$ cat src/rtl/alu_arbiter_if.sv
// alu_arbiter_if: request, ALU and response signals of the ALU arbiter
interface alu_arbiter_if #(parameter int OP_W = 6);
  logic            req0_valid, req0_ready, req1_valid, req1_ready;
  logic [OP_W-1:0] req0_op, req1_op;
  logic [31:0]     req0_src1, req0_src2, req0_imm;
  logic [31:0]     req1_src1, req1_src2, req1_imm;
  logic [OP_W-1:0] alu_op;
  logic [31:0]     alu_src1, alu_src2, alu_imm, alu_result;
  logic            resp_valid, resp_id, resp_ready;
  logic [31:0]     resp_data;
  modport slave (
    input  req0_valid, req0_op, req0_src1, req0_src2, req0_imm,
    input  req1_valid, req1_op, req1_src1, req1_src2, req1_imm,
    output req0_ready, req1_ready,
    output alu_op, alu_src1, alu_src2, alu_imm,
    input  alu_result,
    output resp_valid, resp_id, resp_data,
    input  resp_ready
  );
  modport master (
    output req0_valid, req0_op, req0_src1, req0_src2, req0_imm,
    output req1_valid, req1_op, req1_src1, req1_src2, req1_imm,
    input  req0_ready, req1_ready,
    input  alu_op, alu_src1, alu_src2, alu_imm,
    output alu_result,
    input  resp_valid, resp_id, resp_data,
    output resp_ready
  );
endinterface

$ cat src/rtl/alu_arbiter.sv
// alu_arbiter: two-requester round-robin arbiter feeding a two-stage ALU issue/result pipeline
module alu_arbiter #(parameter int OP_W = 6) (
  input logic clk,
  input logic rst,
  alu_arbiter_if.slave bus
);
  logic            s1_v, s1_id, s2_v, s2_id, last_grant;
  logic [OP_W-1:0] s1_op;
  logic [31:0]     s1_src1, s1_src2, s1_imm, s2_data;
  logic            s2_adv, s2_free, s1_adv, s1_free, g0, g1;
  // Stage advance chain and round-robin grant; on a tie the requester not granted last wins
  always_comb begin
    s2_adv  = s2_v & bus.resp_ready;
    s2_free = !s2_v | s2_adv;
    s1_adv  = s1_v & s2_free;
    s1_free = !s1_v | s1_adv;
    g0 = s1_free & bus.req0_valid & (!bus.req1_valid | last_grant);
    g1 = s1_free & bus.req1_valid & (!bus.req0_valid | !last_grant);
  end
  assign bus.req0_ready = g0;
  assign bus.req1_ready = g1;
  assign bus.alu_op     = s1_op;
  assign bus.alu_src1   = s1_src1;
  assign bus.alu_src2   = s1_src2;
  assign bus.alu_imm    = s1_imm;
  assign bus.resp_valid = s2_v;
  assign bus.resp_id    = s2_id;
  assign bus.resp_data  = s2_data;
  // Issue stage loads on a grant, result stage captures the ALU output when S1 advances
  always_ff @(posedge clk or posedge rst) begin
    if (rst) begin
      s1_v       <= 1'b0;
      s1_id      <= 1'b0;
      s1_op      <= '0;
      s1_src1    <= '0;
      s1_src2    <= '0;
      s1_imm     <= '0;
      s2_v       <= 1'b0;
      s2_id      <= 1'b0;
      s2_data    <= '0;
      last_grant <= 1'b1;
    end else begin
      if (g0 | g1) begin
        s1_v       <= 1'b1;
        s1_id      <= g1;
        s1_op      <= g1 ? bus.req1_op : bus.req0_op;
        s1_src1    <= g1 ? bus.req1_src1 : bus.req0_src1;
        s1_src2    <= g1 ? bus.req1_src2 : bus.req0_src2;
        s1_imm     <= g1 ? bus.req1_imm : bus.req0_imm;
        last_grant <= g1;
      end else if (s1_adv) s1_v <= 1'b0;
      if (s1_adv) begin
        s2_v    <= 1'b1;
        s2_id   <= s1_id;
        s2_data <= bus.alu_result;
      end else if (s2_adv) s2_v <= 1'b0;
    end
  end
endmodule

$ cat src/flat_wrapper.sv
// flat-port wrapper written by rule: the top's interface ports become plain ports
module alu_arbiter_flat 
#(parameter int OP_W = 6)
  (clk, rst, bus_req0_valid, bus_req0_op, bus_req0_src1, bus_req0_src2, bus_req0_imm, bus_req1_valid, bus_req1_op, bus_req1_src1, bus_req1_src2, bus_req1_imm, bus_req0_ready, bus_req1_ready, bus_alu_op, bus_alu_src1, bus_alu_src2, bus_alu_imm, bus_alu_result, bus_resp_valid, bus_resp_id, bus_resp_data, bus_resp_ready);
  alu_arbiter_if #(.OP_W(OP_W)) bus_i ();
  input logic clk;
  input logic rst;
  input wire logic [$bits(bus_i.req0_valid)-1:0] bus_req0_valid;
  input wire logic [$bits(bus_i.req0_op)-1:0] bus_req0_op;
  input wire logic [$bits(bus_i.req0_src1)-1:0] bus_req0_src1;
  input wire logic [$bits(bus_i.req0_src2)-1:0] bus_req0_src2;
  input wire logic [$bits(bus_i.req0_imm)-1:0] bus_req0_imm;
  input wire logic [$bits(bus_i.req1_valid)-1:0] bus_req1_valid;
  input wire logic [$bits(bus_i.req1_op)-1:0] bus_req1_op;
  input wire logic [$bits(bus_i.req1_src1)-1:0] bus_req1_src1;
  input wire logic [$bits(bus_i.req1_src2)-1:0] bus_req1_src2;
  input wire logic [$bits(bus_i.req1_imm)-1:0] bus_req1_imm;
  output wire logic [$bits(bus_i.req0_ready)-1:0] bus_req0_ready;
  output wire logic [$bits(bus_i.req1_ready)-1:0] bus_req1_ready;
  output wire logic [$bits(bus_i.alu_op)-1:0] bus_alu_op;
  output wire logic [$bits(bus_i.alu_src1)-1:0] bus_alu_src1;
  output wire logic [$bits(bus_i.alu_src2)-1:0] bus_alu_src2;
  output wire logic [$bits(bus_i.alu_imm)-1:0] bus_alu_imm;
  input wire logic [$bits(bus_i.alu_result)-1:0] bus_alu_result;
  output wire logic [$bits(bus_i.resp_valid)-1:0] bus_resp_valid;
  output wire logic [$bits(bus_i.resp_id)-1:0] bus_resp_id;
  output wire logic [$bits(bus_i.resp_data)-1:0] bus_resp_data;
  input wire logic [$bits(bus_i.resp_ready)-1:0] bus_resp_ready;
  assign bus_i.req0_valid = bus_req0_valid;
  assign bus_i.req0_op = bus_req0_op;
  assign bus_i.req0_src1 = bus_req0_src1;
  assign bus_i.req0_src2 = bus_req0_src2;
  assign bus_i.req0_imm = bus_req0_imm;
  assign bus_i.req1_valid = bus_req1_valid;
  assign bus_i.req1_op = bus_req1_op;
  assign bus_i.req1_src1 = bus_req1_src1;
  assign bus_i.req1_src2 = bus_req1_src2;
  assign bus_i.req1_imm = bus_req1_imm;
  assign bus_req0_ready = bus_i.req0_ready;
  assign bus_req1_ready = bus_i.req1_ready;
  assign bus_alu_op = bus_i.alu_op;
  assign bus_alu_src1 = bus_i.alu_src1;
  assign bus_alu_src2 = bus_i.alu_src2;
  assign bus_alu_imm = bus_i.alu_imm;
  assign bus_i.alu_result = bus_alu_result;
  assign bus_resp_valid = bus_i.resp_valid;
  assign bus_resp_id = bus_i.resp_id;
  assign bus_resp_data = bus_i.resp_data;
  assign bus_i.resp_ready = bus_resp_ready;
  alu_arbiter #(.OP_W(OP_W)) u_core (.clk(clk), .rst(rst), .bus(bus_i));
endmodule
$ cat config.mk
export PLATFORM = sky130hd
export DESIGN_NAME = alu_arbiter_flat
export DESIGN_NICKNAME = d
export VERILOG_FILES = /design/src/rtl/alu_arbiter_if.sv /design/src/rtl/alu_arbiter.sv /design/src/flat_wrapper.sv
export SDC_FILE = /design/constraint.sdc
export NUM_CORES = 1
export LEC_CHECK = 0
export ABC_AREA = 1
export CAP_MARGIN = 5
export CORE_AREA = 5 5 145 147
export CTS_CLUSTER_SIZE = 40
export DETAILED_ROUTE_END_ITERATION = 10
export DIE_AREA = 0 0 150 152
export GPL_ROUTABILITY_DRIVEN = 0
export PLACE_DENSITY = 0.74
export SYNTH_ARGS = -nofsm -noshare
export SYNTH_HDL_FRONTEND = slang
export SYNTH_SLANG_ARGS = --single-unit
$ cat constraint.sdc
create_clock -name clk -period 6.4 [get_ports clk]
set_input_delay 1.28 -clock clk [delete_from_list [all_inputs] [get_ports clk]]
set_output_delay 1.28 -clock clk [all_outputs]
set_load 0.005 [all_outputs]
==> flow_summary.json, run 1 <==
{
  "die_h_um": 152,
  "hold_buffers": 0,
  "comb_area_um2": 2810,
  "root_buffer": "clkbuf_16",
  "clock_cell_area_share_pct": 5.13,
  "postLayoutSetupSlackWorst_ns": 2.00,
  "cts_buffer_depth": 2,
  "p_sw_w": 0.00165,
  "placed_cell_area_um2": 11300,
  "power.total_w": 0.00470,
  "synth_area_per_cell_um2": 7.09,
  "ios": 379,
  "powerDensity_nw_per_um2": 395,
  "ys_sh_simple_pct": 37.0,
  "cts_setup_buffers": 0,
  "r2r_setup_slack_ns": 3.48,
  "peakVddDrop_mv": 0.184,
  "hold_violations": 0,
  "slew_violations": 0,
  "track_usage_pct": 22.3,
  "die_w_um": 150,
  "num-multi-input-gates": 620,
  "n_fill_cell": 1853,
  "met2WireLength_mm": 12.8,
  "clkSinkCount": 139,
  "worstSetupPathType": "input pin to primary output",
  "xor_share_pct": 0,
  "ys_sh_aoi_pct": 0.320,
  "crit_family": "buffers and inverters",
  "drc": 0,
  "synth_cell_types": 13,
  "final_util_pct": 60.2,
  "ys_chip_area_um2": 7420,
  "synthCells": 1047,
  "h-tree-depth": 4,
  "hpwlAfterDp_mm": 18.0,
  "power_frac_clock_pct": 21.8,
  "synth_flops": 139,
  "hold_start": "u_core.bus.resp_data[16]",
  "rsz0062_at_grt": "false",
  "area_growth_pct": 60.4,
  "dr.pass1.iters": 5,
  "combPwrFrac_pct": 45.4,
  "nNonClkInverters": 211,
  "grt_pass1_vias": 7619,
  "tightestPinTransition_ns": 1.16,
  "cts_buffers": 17,
  "p_comb_w": 0.00213,
  "gr-usage-met3_pct": 5.63,
  "holdWs_ns": 0.466,
  "grt-busiest-layer": "met2",
  "muxShareOfSynthArea_pct": 0,
  "crit_cells": 6,
  "synthesis.nets": 1288,
  "status": "finished, final reports clean",
  "routed.top_layer": "met4",
  "synthesis.area_um2": 7420,
  "maxCapViolCount": 0,
  "ant_nets": 0,
  "wl_met1_mm": 10.1,
  "ff2ff_path_depth": 7,
  "fmax_mhz": 227,
  "tns_ns": 0,
  "routedWlPerCell_um": 15.8,
  "fin_nets": 1618,
  "worstSetupStartpoint": "bus_resp_ready",
  "nNonClkBuffers": 388,
  "wl_met3_mm": 2.14,
  "pwr-share-seq_pct": 32.9,
  "place_ws_ns": 1.98,
  "yosysSeqAreaShare_pct": 46.9,
  "leakage_nw": 6.21,
  "cts_tree": "yes",
  "regToRegStartpoint": "u_core.bus.resp_valid",
  "pg_clk_w": 0.00102,
  "seq_area_um2": 3480,
  "use_met1_pct": 26.9,
  "yosys-stat-cells": 1047,
  "setup_violations": 0,
  "required_ns": 5.12,
  "netlist_logic_family_top": "simple AND/OR/NAND/NOR gates",
  "min_path_cells": 2,
  "max_stage_delay_ns": 0.52
}
run 1: sequential cells by signal, summed over array words and instances (netlist names):
| signal | flops |
|---|---|
| u_core.bus.resp_id | 1 |
| u_core.last_grant | 1 |
| u_core.s1_v | 1 |
| u_core.bus.alu_imm | 32 |
| u_core.bus.alu_op | 6 |
| u_core.s1_id | 1 |
| u_core.bus.resp_valid | 1 |
| u_core.bus.alu_src1 | 32 |
| u_core.bus.alu_src2 | 32 |
| u_core.bus.resp_data | 32 |
run 1: cell usage after synthesis:
master    instances  share of area [%]
nand2_1         275                 14
buf_1             6               0.30
dfrtp_1         138                 47
buf_4             6               0.61
clkbuf_1         23                1.2
buf_6             2               0.30
dfstp_2           1               0.35
a21oi_2           1               0.12
nand3_1         339                 23
buf_2            40                2.7
nand3_2           2               0.27
o21ai_0           3               0.20
inv_1           211                 11
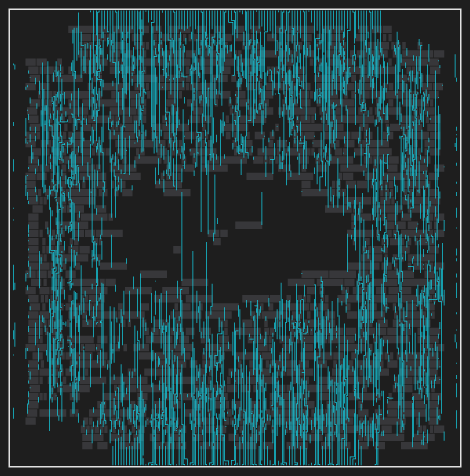
Figure 1: run 1, the metal 2 layer.
Scale: 3 px per µm. Cells faint in the background.
The layer holds 49% of the routed length. 1249 nets have wire on it. The longest straight run is 49.8 µm.
met2 Use GR: 36.4%
Via Count: 8040
final WL: 26.3 mm

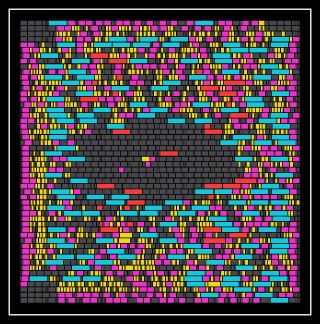
Figure 2: run 1, cells coloured by class.
Scale: 2 px per µm. Fill, decap, tap and diode cells in grey.
Key: cyan = flip-flops [cells 139, share of their area 30%]; red = clock drivers and dummy loads [cells 32, share of their area 5.3%]; magenta = other buffers and delay cells [cells 388, share of their area 33%]; yellow = all other logic [cells 831, share of their area 31%]
Seq area share: 29.2%
core area: 19800 µm²
Final Cell Area: 11900 µm²
FP Rows: 52

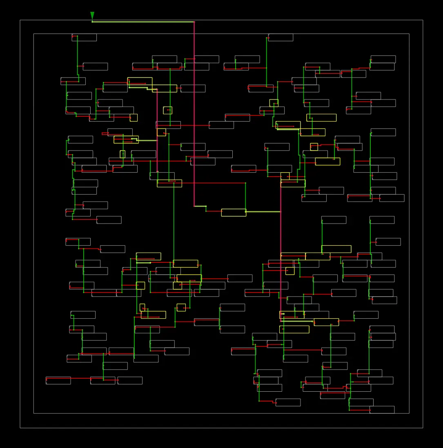
Figure 3: run 1, clock wiring as the flow saved it.
clk_lat worst skew: 0.42 ns
clkbuf count: 17
final setup skew: 0.0115 ns

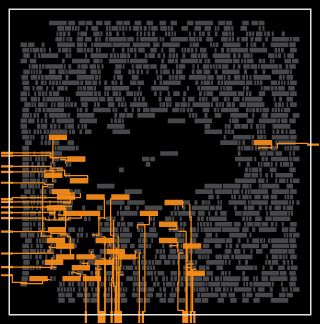
Figure 4: run 1, nets reached from selected ports.
Scale: 2 px per µm.
Key: orange = bus_alu_src1 [bits 32, direction output, edge 17 bottom, 14 left, 1 right, end cells 32, buffers 32, wire 1370 µm]

==> run 1 -> run 2 <==
clock period = 4.1 ns   (was 6.4 ns; I/O delays follow)
==> flow_summary.json, run 2 <==
{
  "status": "finished, final reports clean",
  "clkSinkCount": 139,
  "area_growth_pct": 60.8,
  "yosysSeqAreaShare_pct": 46.9,
  "p_comb_w": 0.00335,
  "cts_buffers": 17,
  "ys_chip_area_um2": 7420,
  "grt_pass1_vias": 7449,
  "tns_ns": 0,
  "hold_violations": 0,
  "worstSetupStartpoint": "bus_req0_valid",
  "dr.pass1.iters": 5,
  "ys_async_sr_fraction_pct": 100,
  "holdWs_ns": 0.470,
  "powerDensity_nw_per_um2": 616,
  "peakVddDrop_mv": 0.407,
  "yosys-stat-cells": 1047,
  "power_frac_clock_pct": 21.7,
  "hold_start": "u_core.bus.resp_data[19]",
  "r2r_setup_slack_ns": 1.65,
  "root_buffer": "clkbuf_16",
  "drc": 0,
  "ios": 379,
  "h-tree-depth": 4,
  "fin_nets": 1619,
  "row_count": 52,
  "power.total_w": 0.00736,
  "synth_flops": 139,
  "slew_violations": 0,
  "synthesis.area_um2": 7420,
  "top_cell_area_share_pct": 46.5,
  "cts_setup_buffers": 0,
  "synthesis.nets": 1288,
  "crit_cells": 5,
  "top_cells_by_area": "dfrtp_1 (47%), nand3_1 (23%), nand2_1 (14%)",
  "crit_family": "buffers and inverters",
  "regToRegStartpoint": "u_core.s1_v"
}
## run 2: cell families after synthesis
group,synth area share (%)
AND-OR/OR-AND,0.320
buffers and inverters,15.7
AND/OR/NAND/NOR,37.0
flip-flops,46.9
## run 2: final cells by class
type / count / area (µm²)
Tap cell: 270 / 338
Clock inverter: 15 / 180
Timing Repair Buffer: 389 / 3900
Clock buffer: 17 / 425
Inverter: 211 / 796
Sequential cell: 139 / 3480
Fill cell: 1802 / 7850
Multi-Input combinational cell: 620 / 2810
## run 2: per-layer routing
metal	wire length, µm	vias to the layer above
li1	-	3895
met1	10200	3612
met4	769	0
met5	0	-
met2	13200	298
met3	2300	48
## run 2: stage by stage
stage                     cell area, µm²  instances
after floorplan                     7420       1047
after global placement             11300       1629
after detailed placement           11300       1629
after CTS                          11900       1661
after global routing               11900       1661
final                              11900       1661
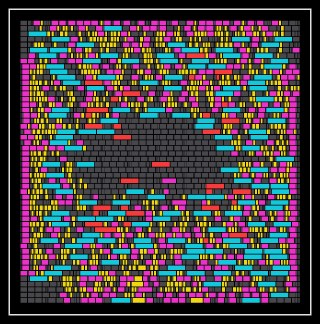
Figure 5: run 2, cells coloured by class.
Scale: 2 px per µm. Fill, decap, tap and diode cells in grey.
Key: yellow = all other logic [cells 831, share of their area 31%]; red = clock drivers and dummy loads [cells 32, share of their area 5.2%]; magenta = other buffers and delay cells [cells 389, share of their area 34%]; cyan = flip-flops [cells 139, share of their area 30%]
Final Cell Area: 11900 µm²
Seq area share: 29.2%
final core area utilization: 60.3%

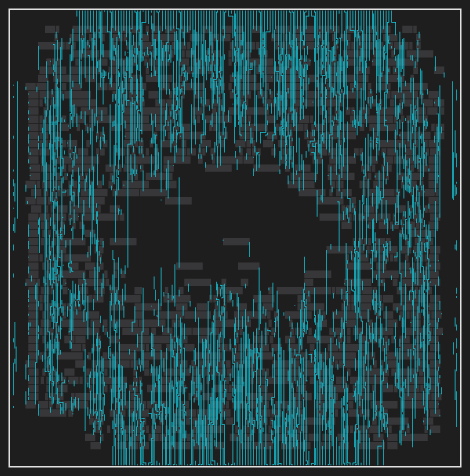
Figure 6: run 2, the metal 2 layer.
Scale: 3 px per µm. Cells faint in the background.
The wires run mostly vertical. 1226 nets have wire on it.
Via Count: 7853
final WL: 26.4 mm
met2 Use GR: 38.2%

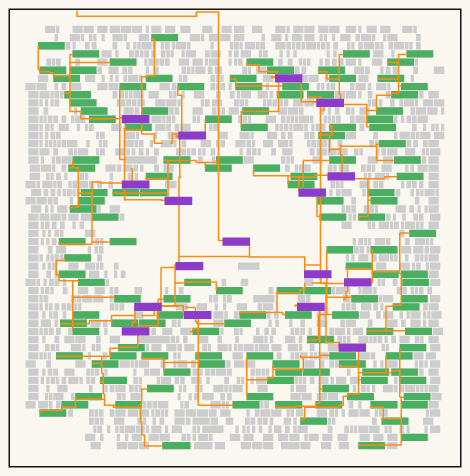
Figure 7: run 2, routed clock nets over the placement.
Scale: 3 px per µm.
Key: green = flip-flops [count 139]; purple = cells driving clock nets [count 17]; orange = clock wires [length 1940 µm]
There are 18 routed clock nets. Position of the flops: widely spread.

Figure 8. Clock wiring as the flow saved it (run 2).
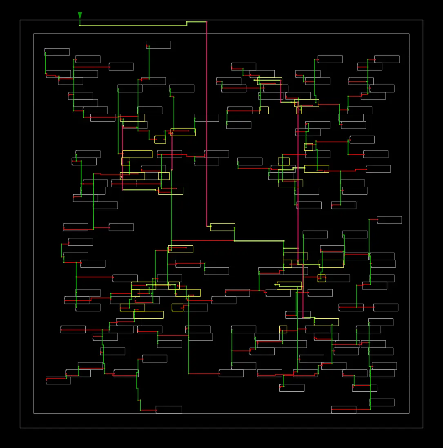

==> run 2 -> run 3 <==
clock period = 3.05 ns   (was 4.1 ns; I/O delays follow)
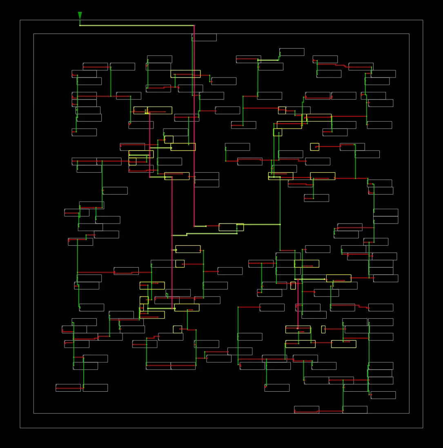
Figure 9: run 3, clock wiring as the flow saved it.
Clock Sinks: 139
clkbuf count: 20

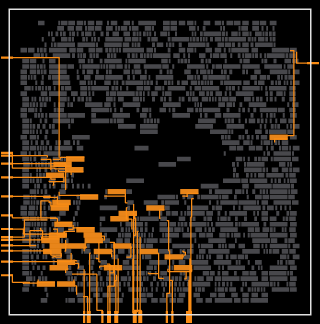
Figure 10: run 3, nets reached from selected ports.
Scale: 2 px per µm.
Key: orange = bus_alu_src1 [bits 32, direction output, edge 17 bottom, 14 left, 1 right, end cells 32, buffers 32, wire 1430 µm]

==> flow_summary.json, run 3 <==
{
  "status": "finished, final reports clean",
  "max_stage_delay_ns": 0.52,
  "clock_cell_area_share_pct": 4.87,
  "top_cell_area_share_pct": 46.5,
  "synthCells": 1047,
  "synthesis.nets": 1288,
  "vias": 7975,
  "synthesis.area_um2": 7420,
  "powerDensity_nw_per_um2": 820,
  "leakage_nw": 6.24,
  "synth_cell_types": 13,
  "postLayoutSetupSlackWorst_ns": 0.327,
  "mostFrequentLayoutCell": "clkdlybuf4s50_1",
  "maxPowerGroup": "combinational logic",
  "nNonClkInverters": 211,
  "r2r_setup_slack_ns": 1.09,
  "rsz0062_at_grt": "false",
  "core_area_um2": 19800,
  "buf_share_pct": 33.2,
  "p_sw_w": 0.00343,
  "regToRegStartpoint": "u_core.bus.resp_valid",
  "place_inst": 1631,
  "ant_nets": 0,
  "synth_area_per_cell_um2": 7.09,
  "fmax_mhz": 367,
  "h-tree-depth": 4,
  "dieArea_um2": 22800,
  "sh_seq_area_pct": 29.0,
  "yosysMostFrequentCell": "nand3_1",
  "ff_count": 139,
  "flop_cell": "dfrtp_1",
  "crit_cells": 5,
  "worstSkewPairLatency_ns": 0.41,
  "final_cells": 1663,
  "combPwrFrac_pct": 46.1,
  "required_ns": 2.44,
  "synth_flops": 139,
  "area_growth_pct": 61.6,
  "clock_skew_ns": 0.00968,
  "ys_async_sr_fraction_pct": 100,
  "postLayoutCellArea_um2": 12000,
  "nNonClkBuffers": 391,
  "die_h_um": 152,
  "ys_chip_area_um2": 7420,
  "cts_buffers": 17,
  "hold_violations": 0,
  "peakVddDrop_mv": 0.400,
  "hold_start": "u_core.bus.resp_data[27]",
  "pwr-share-seq_pct": 33.2,
  "yosysSeqAreaShare_pct": 46.9,
  "row_count": 52,
  "ff2ff_path_depth": 7,
  "grt_pass1_vias": 7656,
  "routedWlPerCell_um": 15.7,
  "top_cells_by_area": "dfrtp_1 (47%), nand3_1 (23%), nand2_1 (14%)",
  "largest_area_cell": "dfrtp_1",
  "n_fill_cell": 1785,
  "critPathArrivalTime_ns": 2.11,
  "hpwlAfterDp_mm": 18.3,
  "num-multi-input-gates": 620,
  "crit_family": "buffers and inverters",
  "root_buffer": "clkbuf_16",
  "worstSetupPathType": "input pin to primary output",
  "nWellTaps": 270,
  "setup_violations": 0,
  "tns_ns": 0,
  "tightestPinTransition_ns": 0.571,
  "comb_share_pct": 23.4,
  "largest_class": "non-clock buffers",
  "p_comb_w": 0.00453,
  "hold_buffers": 0,
  "cts_setup_buffers": 0,
  "seq_area_um2": 3480,
  "yosys-stat-cells": 1047,
  "slew_violations": 0,
  "track_usage_pct": 22.6,
  "comb_area_um2": 2810,
  "worstSetupStartpoint": "bus_req0_valid",
  "ios": 379,
  "holdWs_ns": 0.471,
  "maxCapViolCount": 0,
  "synthTopCellsByCount": "nand3_1 (339), nand2_1 (275), inv_1 (211)",
  "cts_tree": "yes",
  "wl_mm": 26.2
}
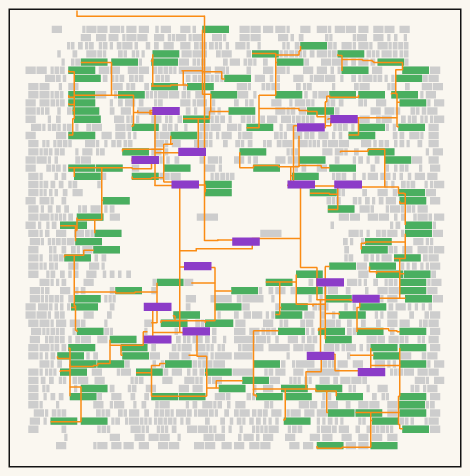
Figure 11: run 3, routed clock nets over the placement.
Scale: 3 px per µm.
Key: orange = clock wires [length 1820 µm]; green = flip-flops [count 139]; purple = cells driving clock nets [count 17]
There are 18 routed clock nets. Position of the flops: widely spread.

==> run 3: cell count changes in the layout (fill, tap and decap cells not counted), sizes merged <==
cell    before  now
buf         11   13
clkinv       1    5
clkbuf      17   20
inv        220  213
==> run 3: per-stage QoR <==
step	utilization, %	total power, W
floorplan	-	0.00506
global placement	57.7	0.00777
detailed placement	57.7	0.00785
CTS	60.6	0.00996
global route	60.6	0.0105
finish	60.6	0.00983
==> run 3: logic make-up (layout without fill, tap and decap cells) <==
logic type	after synthesis	after routing	share of synthesized area (%)
simple gates	616	616	37.0
compound gates	4	4	0.320
flops	139	139	46.9
buf+inv	288	634	15.7
==> run 3: routing by layer <==
metal  vias up  part of all wire [%]  track usage [%]
met3        60                   8.1             6.14
met4         0                   3.6             9.67
met1      3673                    39             27.4
li1       3897                     -                -
met2       345                    50             37.6
met5         -                     0                0
No activity file was given, so power comes from the tool's default toggle rates.
